**src/rtl/dot_vector_loader_pkg.sv**
```systemverilog
// Shared definitions for the dot-product datapath: operand geometry,
// memory sizing and the loader state encoding.
package dot_pkg;

  localparam int DATA_WIDTH           = 32;
  localparam int VECTOR_WIDTH         = 4;
  localparam int VECTOR_ELEMENT_WIDTH = 8;
  localparam int ADDR_WIDTH           = 5;
  localparam int MEM_SIZE             = 32;
  localparam int RESULT_WIDTH         = 2 * VECTOR_ELEMENT_WIDTH + $clog2(VECTOR_WIDTH);

  typedef enum logic [1:0] {
    ST_IDLE,
    ST_LOAD_A,
    ST_LOAD_B,
    ST_LAUNCH
  } loader_state_t;

endpackage

```
**src/rtl/dot_vector_loader_vector_packer.sv**
```systemverilog
// Byte shift-in packer: the first element of a vector ends up in the LSBs.
// word/word_valid show the completed vector on the cycle its last element is accepted.
module vector_packer #(
  parameter int ELEM_WIDTH = 8,
  parameter int NUM_ELEMS  = 4,
  localparam int WORD_WIDTH = ELEM_WIDTH * NUM_ELEMS,
  localparam int CNT_WIDTH  = $clog2(NUM_ELEMS)
) (
  input  logic                  clk,
  input  logic                  rst,
  input  logic                  clear,
  input  logic                  in_valid,
  input  logic [ELEM_WIDTH-1:0] in_data,
  output logic [WORD_WIDTH-1:0] word,
  output logic                  word_valid
);

  localparam logic [CNT_WIDTH-1:0] LAST_ELEM = CNT_WIDTH'(NUM_ELEMS - 1);

  logic [WORD_WIDTH-1:0] shift_q;
  logic [CNT_WIDTH-1:0]  elem_q;

  // New elements enter at the top, so earlier ones drift down towards bit 0.
  assign word       = {in_data, shift_q[WORD_WIDTH-1:ELEM_WIDTH]};
  assign word_valid = in_valid && (elem_q == LAST_ELEM);

  // NOTE: state registers use non-blocking assignments so every flop samples
  // pre-edge values, independent of process evaluation order.
  always_ff @(posedge clk) begin
    if (rst || clear) begin
      shift_q <= '0;
      elem_q  <= '0;
    end else if (in_valid) begin
      shift_q <= word;
      elem_q  <= word_valid ? '0 : elem_q + 1'b1;
    end
  end

endmodule

```
**src/rtl/dot_vector_loader.sv**
```systemverilog
// Stream-to-operand-memory loader: packs A/B vectors from a byte stream into
// two operand memories, then pulses start_processing once the job is complete.
module dot_vector_loader #(
  parameter int DATA_WIDTH           = dot_pkg::DATA_WIDTH,
  parameter int VECTOR_WIDTH         = dot_pkg::VECTOR_WIDTH,
  parameter int VECTOR_ELEMENT_WIDTH = dot_pkg::VECTOR_ELEMENT_WIDTH,
  parameter int ADDR_WIDTH           = dot_pkg::ADDR_WIDTH,
  parameter int MEM_SIZE             = dot_pkg::MEM_SIZE
) (
  input  logic                            clk,
  input  logic                            rst,
  input  logic                            load_start,
  input  logic [ADDR_WIDTH:0]             cfg_count,
  input  logic                            s_valid,
  output logic                            s_ready,
  input  logic [VECTOR_ELEMENT_WIDTH-1:0] s_data,
  input  logic                            s_last,
  output logic                            write_en1,
  output logic [ADDR_WIDTH-1:0]           write_address1,
  output logic [DATA_WIDTH-1:0]           data_in1,
  output logic                            write_en2,
  output logic [ADDR_WIDTH-1:0]           write_address2,
  output logic [DATA_WIDTH-1:0]           data_in2,
  output logic                            start_processing,
  output logic                            busy,
  output logic                            done,
  output logic                            error
);

  import dot_pkg::*;

  localparam logic [ADDR_WIDTH:0] MAX_COUNT = (ADDR_WIDTH + 1)'(MEM_SIZE);

  loader_state_t             state_q, state_d;
  logic [ADDR_WIDTH:0]       count_q;
  logic [ADDR_WIDTH-1:0]     pair_q;
  logic [DATA_WIDTH-1:0]     word;
  logic                      word_valid;
  logic                      xfer, count_ok, last_pair, final_byte, frame_err, pack_clear;
  logic                      we1_d, we2_d, start_d, error_d;

  assign s_ready    = (state_q == ST_LOAD_A) || (state_q == ST_LOAD_B);
  assign busy       = (state_q != ST_IDLE);
  assign xfer       = s_valid && s_ready;
  assign count_ok   = (cfg_count != '0) && (cfg_count <= MAX_COUNT);
  assign last_pair  = (({1'b0, pair_q} + 1'b1) == count_q);
  assign final_byte = (state_q == ST_LOAD_B) && word_valid && last_pair;
  // s_last must coincide exactly with the job's final byte; any disagreement aborts.
  assign frame_err  = xfer && (s_last != final_byte);
  assign pack_clear = (state_q == ST_IDLE) || frame_err;

  vector_packer #(
    .ELEM_WIDTH (VECTOR_ELEMENT_WIDTH),
    .NUM_ELEMS  (VECTOR_WIDTH)
  ) u_packer (
    .clk        (clk),
    .rst        (rst),
    .clear      (pack_clear),
    .in_valid   (xfer),
    .in_data    (s_data),
    .word       (word),
    .word_valid (word_valid)
  );

  always_ff @(posedge clk) begin
    if (rst) state_q <= ST_IDLE;
    else     state_q <= state_d;
  end

  // NOTE: every combinational output gets a default first so no path can
  // leave it unassigned and infer a latch.
  always_comb begin
    state_d = state_q;
    unique case (state_q)
      ST_IDLE:   if (load_start && count_ok) state_d = ST_LOAD_A;
      ST_LOAD_A: begin
        if (frame_err)       state_d = ST_IDLE;
        else if (word_valid) state_d = ST_LOAD_B;
      end
      ST_LOAD_B: begin
        if (frame_err)       state_d = ST_IDLE;
        else if (word_valid) state_d = last_pair ? ST_LAUNCH : ST_LOAD_A;
      end
      ST_LAUNCH: state_d = ST_IDLE;
      default:   state_d = ST_IDLE;
    endcase
  end

  always_comb begin
    we1_d   = (state_q == ST_LOAD_A) && word_valid && !frame_err;
    we2_d   = (state_q == ST_LOAD_B) && word_valid && !frame_err;
    start_d = (state_q == ST_LAUNCH);
    error_d = ((state_q == ST_IDLE) && load_start && !count_ok) || frame_err;
  end

  // Strobes, addresses and data are registered; addresses/data hold between writes.
  always_ff @(posedge clk) begin
    if (rst) begin
      count_q          <= '0;
      pair_q           <= '0;
      write_en1        <= 1'b0;
      write_en2        <= 1'b0;
      write_address1   <= '0;
      write_address2   <= '0;
      data_in1         <= '0;
      data_in2         <= '0;
      start_processing <= 1'b0;
      done             <= 1'b0;
      error            <= 1'b0;
    end else begin
      write_en1        <= we1_d;
      write_en2        <= we2_d;
      start_processing <= start_d;
      done             <= start_d;
      error            <= error_d;
      if ((state_q == ST_IDLE) && load_start && count_ok) begin
        count_q <= cfg_count;
        pair_q  <= '0;
      end else if (we2_d) begin
        pair_q  <= pair_q + 1'b1;
      end
      if (we1_d) begin
        write_address1 <= pair_q;
        data_in1       <= word;
      end
      if (we2_d) begin
        write_address2 <= pair_q;
        data_in2       <= word;
      end
    end
  end

endmodule
```
**config.mk**
```make
export PLATFORM = sky130hd
export DESIGN_NAME = dot_vector_loader
export DESIGN_NICKNAME = d
export VERILOG_FILES = /design/src/rtl/dot_vector_loader_pkg.sv /design/src/rtl/dot_vector_loader_vector_packer.sv /design/src/rtl/dot_vector_loader.sv
export SDC_FILE = /design/constraint.sdc
export NUM_CORES = 1
export LEC_CHECK = 0
export CAP_MARGIN = 10
export CORE_ASPECT_RATIO = 1.5
export CORE_MARGIN = 2
export CORE_UTILIZATION = 45
export CTS_CLUSTER_DIAMETER = 30
export CTS_CLUSTER_SIZE = 14
export DETAILED_ROUTE_END_ITERATION = 7
export MAX_ROUTING_LAYER = met4
export PLACE_DENSITY = 0.71
export SLEW_MARGIN = 20
export SYNTH_ARGS = -nofsm -noshare
export SYNTH_HDL_FRONTEND = slang
export SYNTH_HIERARCHICAL = 1
export SYNTH_SLANG_ARGS = --single-unit
```
**constraint.sdc**
```tcl
create_clock -name clk -period 6.6 [get_ports clk]
set_input_delay 1.32 -clock clk [delete_from_list [all_inputs] [get_ports clk]]
set_output_delay 1.32 -clock clk [all_outputs]
set_load 0.01 [all_outputs]
```
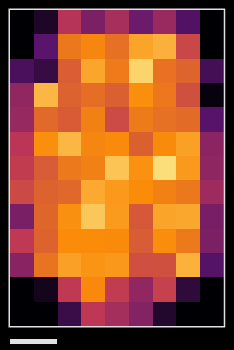
Figure 1: local utilization.
Scale bar: 20 um. The die is cut into 9 by 13 equal tiles; black is low, pale yellow is high, 0 to 100% covered.
mean over tiles = 53%
densest ninth of the die = center
tiles over 75% full = 21%
Core Area: 0.01100 mm^2
FP Util: 46.15%
post-layout util: 60.31%

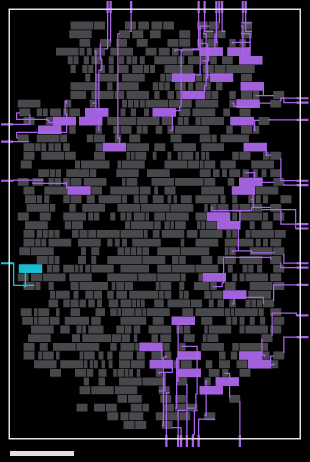
Figure 2: I/O nets highlighted.
Scale bar: 20 um.
data_in1 -> purple  # bits 32, direction output, end cells 32, buffers 32, wire 911 um
write_en2 -> cyan  # bits 1, direction output, end cells 1, buffers 1, wire 24.4 um

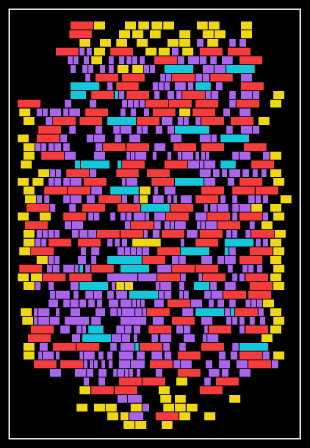
Figure 3: placed cells, one color a class.
clock drivers and dummy loads -> cyan  # cells 31
other buffers and delay cells -> yellow  # cells 103
flip-flops -> red  # cells 117
all other logic -> purple  # cells 375
Cell Rows: 47
Seq area share: 35.31%
post-route cell area: 0.006633 mm^2

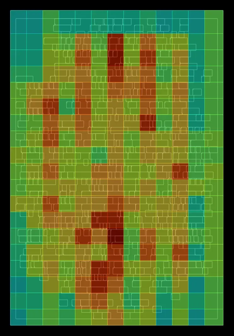
Figure 4: routing congestion map.
GR Layer Usage met3: 4.270%
GR peak layer: met2
met1 usage: 24.65%
met2 Use GR: 35.99%

==> reports/results.txt <==
Status -> completed
Slack of the worst reg-to-reg path -> 3.08 ns
Layout cells sized above 1 -> 6.550%
Setup TNS -> 0 ns
Critical path origin -> s_valid
Most common cell in the netlist -> dfxtp_1
PwrDens -> 267.0 mW/mm^2
Max layer used -> met4
Non-filler cells, final -> 773
Clk slew on worst S/H paths -> 0.05 ns
Post-Syn Nets -> 570
Slew HR -> 31.86%
Late-Pin Clk Latency -> 0.40 ns
Cells on worst reg2reg path -> 8
Placed cell area -> 0.006020 mm^2
NetSw -> 0.3874 mW
Fin worst setup slack -> 2.596 ns
Crit-path max FO -> 30
Seq. pwr -> 0.721 mW
Top post-synthesis cells by area -> dfxtp_1, mux2i_1, nand2b_1
Setup bufs post-CTS -> 0
Die Area -> 0.01216 mm^2
Gr ovfl total -> 0
Combinational share of power -> 8.7%
Critical Path Start Type -> primary input
Detail Placement HPWL -> 7959 um
Routability cong. -> 0.7652
Sink Count -> 117
Worst R2R Start -> pair_q[0]
Post-cts resize count -> 0
Hold-critical path depth -> 2
Drt total wl -> 12220 um
Max IR drop VDD -> 0.1999 mV
Mean Syn Cell Area -> 9.329 um^2
CTS buffer count -> 17
Maximum root-to-sink buffer count -> 2
WL/cell -> 15.81 um
Final Hold Vio Count -> 0
Tot Pwr -> 1.771 mW
WL met2 -> 6248 um
Synth Cell Area -> 0.005075 mm^2
I/O pin count -> 100
Final Net Count -> 640
Area leader, netlist -> dfxtp_1
Tmin final -> 4.004 ns
Switching Fraction -> 21.88%
Die Width -> 90.71 um
RR Endpoint -> data_in1[12]
Power Clock -> 0.895 mW
Chip Area, Yosys -> 0.005075 mm^2
Flop area -> 0.002342 mm^2
Seq share, synth -> 46.15%
Max Cap Viol -> 0
Clock power frac -> 50.5%
Vias per cell -> 5.305
Ant diodes -> 0
Routed via count -> 4101
Worst hold-check slack -> 0.4721 ns
Max H-tree Level -> 4
CTS tree -> built
LEAKAGE -> 2.143 nW
Top Consumer -> clock
Fin. max-slew vios -> 0
Port Buf Inserts -> 99
DRT met1 WL -> 5176 um
Fill cells -> 980
Crit end category -> flip-flop
Drt initial violations -> 245
Area grow syn2layout -> 30.70%
Dominant flop cell -> dfxtp_1
Initial antenna violation count -> 0
Internal power -> 1.383 mW
Largest net degree at the start of global routing -> 127
Die y size -> 134.1 um
WHS Endpoint -> data_in2[31]
Worst Max-Slew Pin Slew -> 1.022 ns
Synth top area share -> 46.15%
Metal3 WL -> 496 um
Tool warnings -> 32
Router iterations before antenna repair -> 4
RSZ-0062 raised after global routing -> no
Yosys Instances -> 544
Worst Path Required -> 6.92 ns
Post-synth EDFFs -> 0
Antenna-violating nets left -> 0
Final setup viols -> 0
Cts hold-fix bufs -> 0
Top cells by count -> dfxtp_1, nand2b_1, mux2i_1, a21oi_1, nand3_1
Library cells used by synthesis -> 44
DP Worst Slack -> 1.905 ns
Clock Skews -> 0.008305 ns
Ys flops -> 117
Comb power -> 0.155 mW
Gate Area -> 0.002470 mm^2
Min-Delay Path Class -> flip-flop to flip-flop
Sequential share of power -> 40.7%
Tcrit/Tclk final -> 60.66%
Root Buffer -> clkbuf_16
Crit path DAT -> 4.33 ns
First-pass GRT wire length -> 20130 um
DRC -> 0
WS Path Type -> primary input to flip-flop
Vias in the first global route -> 4119
Tot GR Track Use -> 21.46%
Max Clk Rate -> 249.8 MHz
Yosys warns -> 6
Post-synthesis cell count -> 544
Hold Startpoint -> data_in2[31]
Share of flip-flops with an asynchronous set or reset -> 0%
Placed Instances -> 741
layout make-up:
cell class / count / area share [%]
clock buffer: 28 / 7.791
timing repair buffer: 103 / 15.62
inverter: 5 / 0.2830
multi-input combinational: 370 / 37.24
sequential: 117 / 35.31
clock inverter: 3 / 0.9809
tap: 147 / 2.773
cells in the final DEF (no fill, tap or decap), types with 5 or more instances in the layout:
cell type and count:
a21oi_1 43, inv_1 5, nand2b_1 76, o21ai_0 40
clkbuf_1 6, clkbuf_8 5, mux2i_1 68, dfxtp_1 117
ha_1 7, clkdlybuf4s50_1 98, nand2_1 9, nand3_1 41
clkbuf_16 18, nor2_1 35
critical path, stage by stage:
cell and delay (ns):
clkdlybuf4s50_1 0.47, and2_2 0.69, and2_1 0.28, nand2_1 0.12, nor3_4 0.64, buf_4 0.53, mux2i_1 0.26
kinds of logic (layout without fill, tap and decap cells):
kind of cell / Yosys count / count (layout) / share of synthesized area (%)
buffers and inverters: 57 / 139 / 6.016
AOI/OAI and AO/OA: 102 / 102 / 11.07
adders and majority gates: 7 / 7 / 1.726
and+or+nand+nor: 186 / 186 / 20.34
xor gates and xnor gates: 5 / 5 / 0.8631
muxes: 70 / 70 / 13.83
DFF: 117 / 117 / 46.15
flip-flops by register name (all words and copies together), names as in the netlist, 5 cells and up:
name	count
count_q	6
data_in1	32
data_in2	32
pair_q	5
u_packer/shift_q	24
write_address1	5
write_address2	5
worst max path at each step:
stage,end,slack [ns],cells past startpoint
6_report,data_in1[12],2.60,7
4_1_cts,data_in1[12],2.30,7
3_5_place_dp,data_in1[24],1.91,7
3_3_place_gp,data_in1[17],2.02,7
5_1_grt,data_in1[24],2.39,7
2_1_floorplan,write_address2[0],3.43,10
Power and IR drop assume default switching activity.
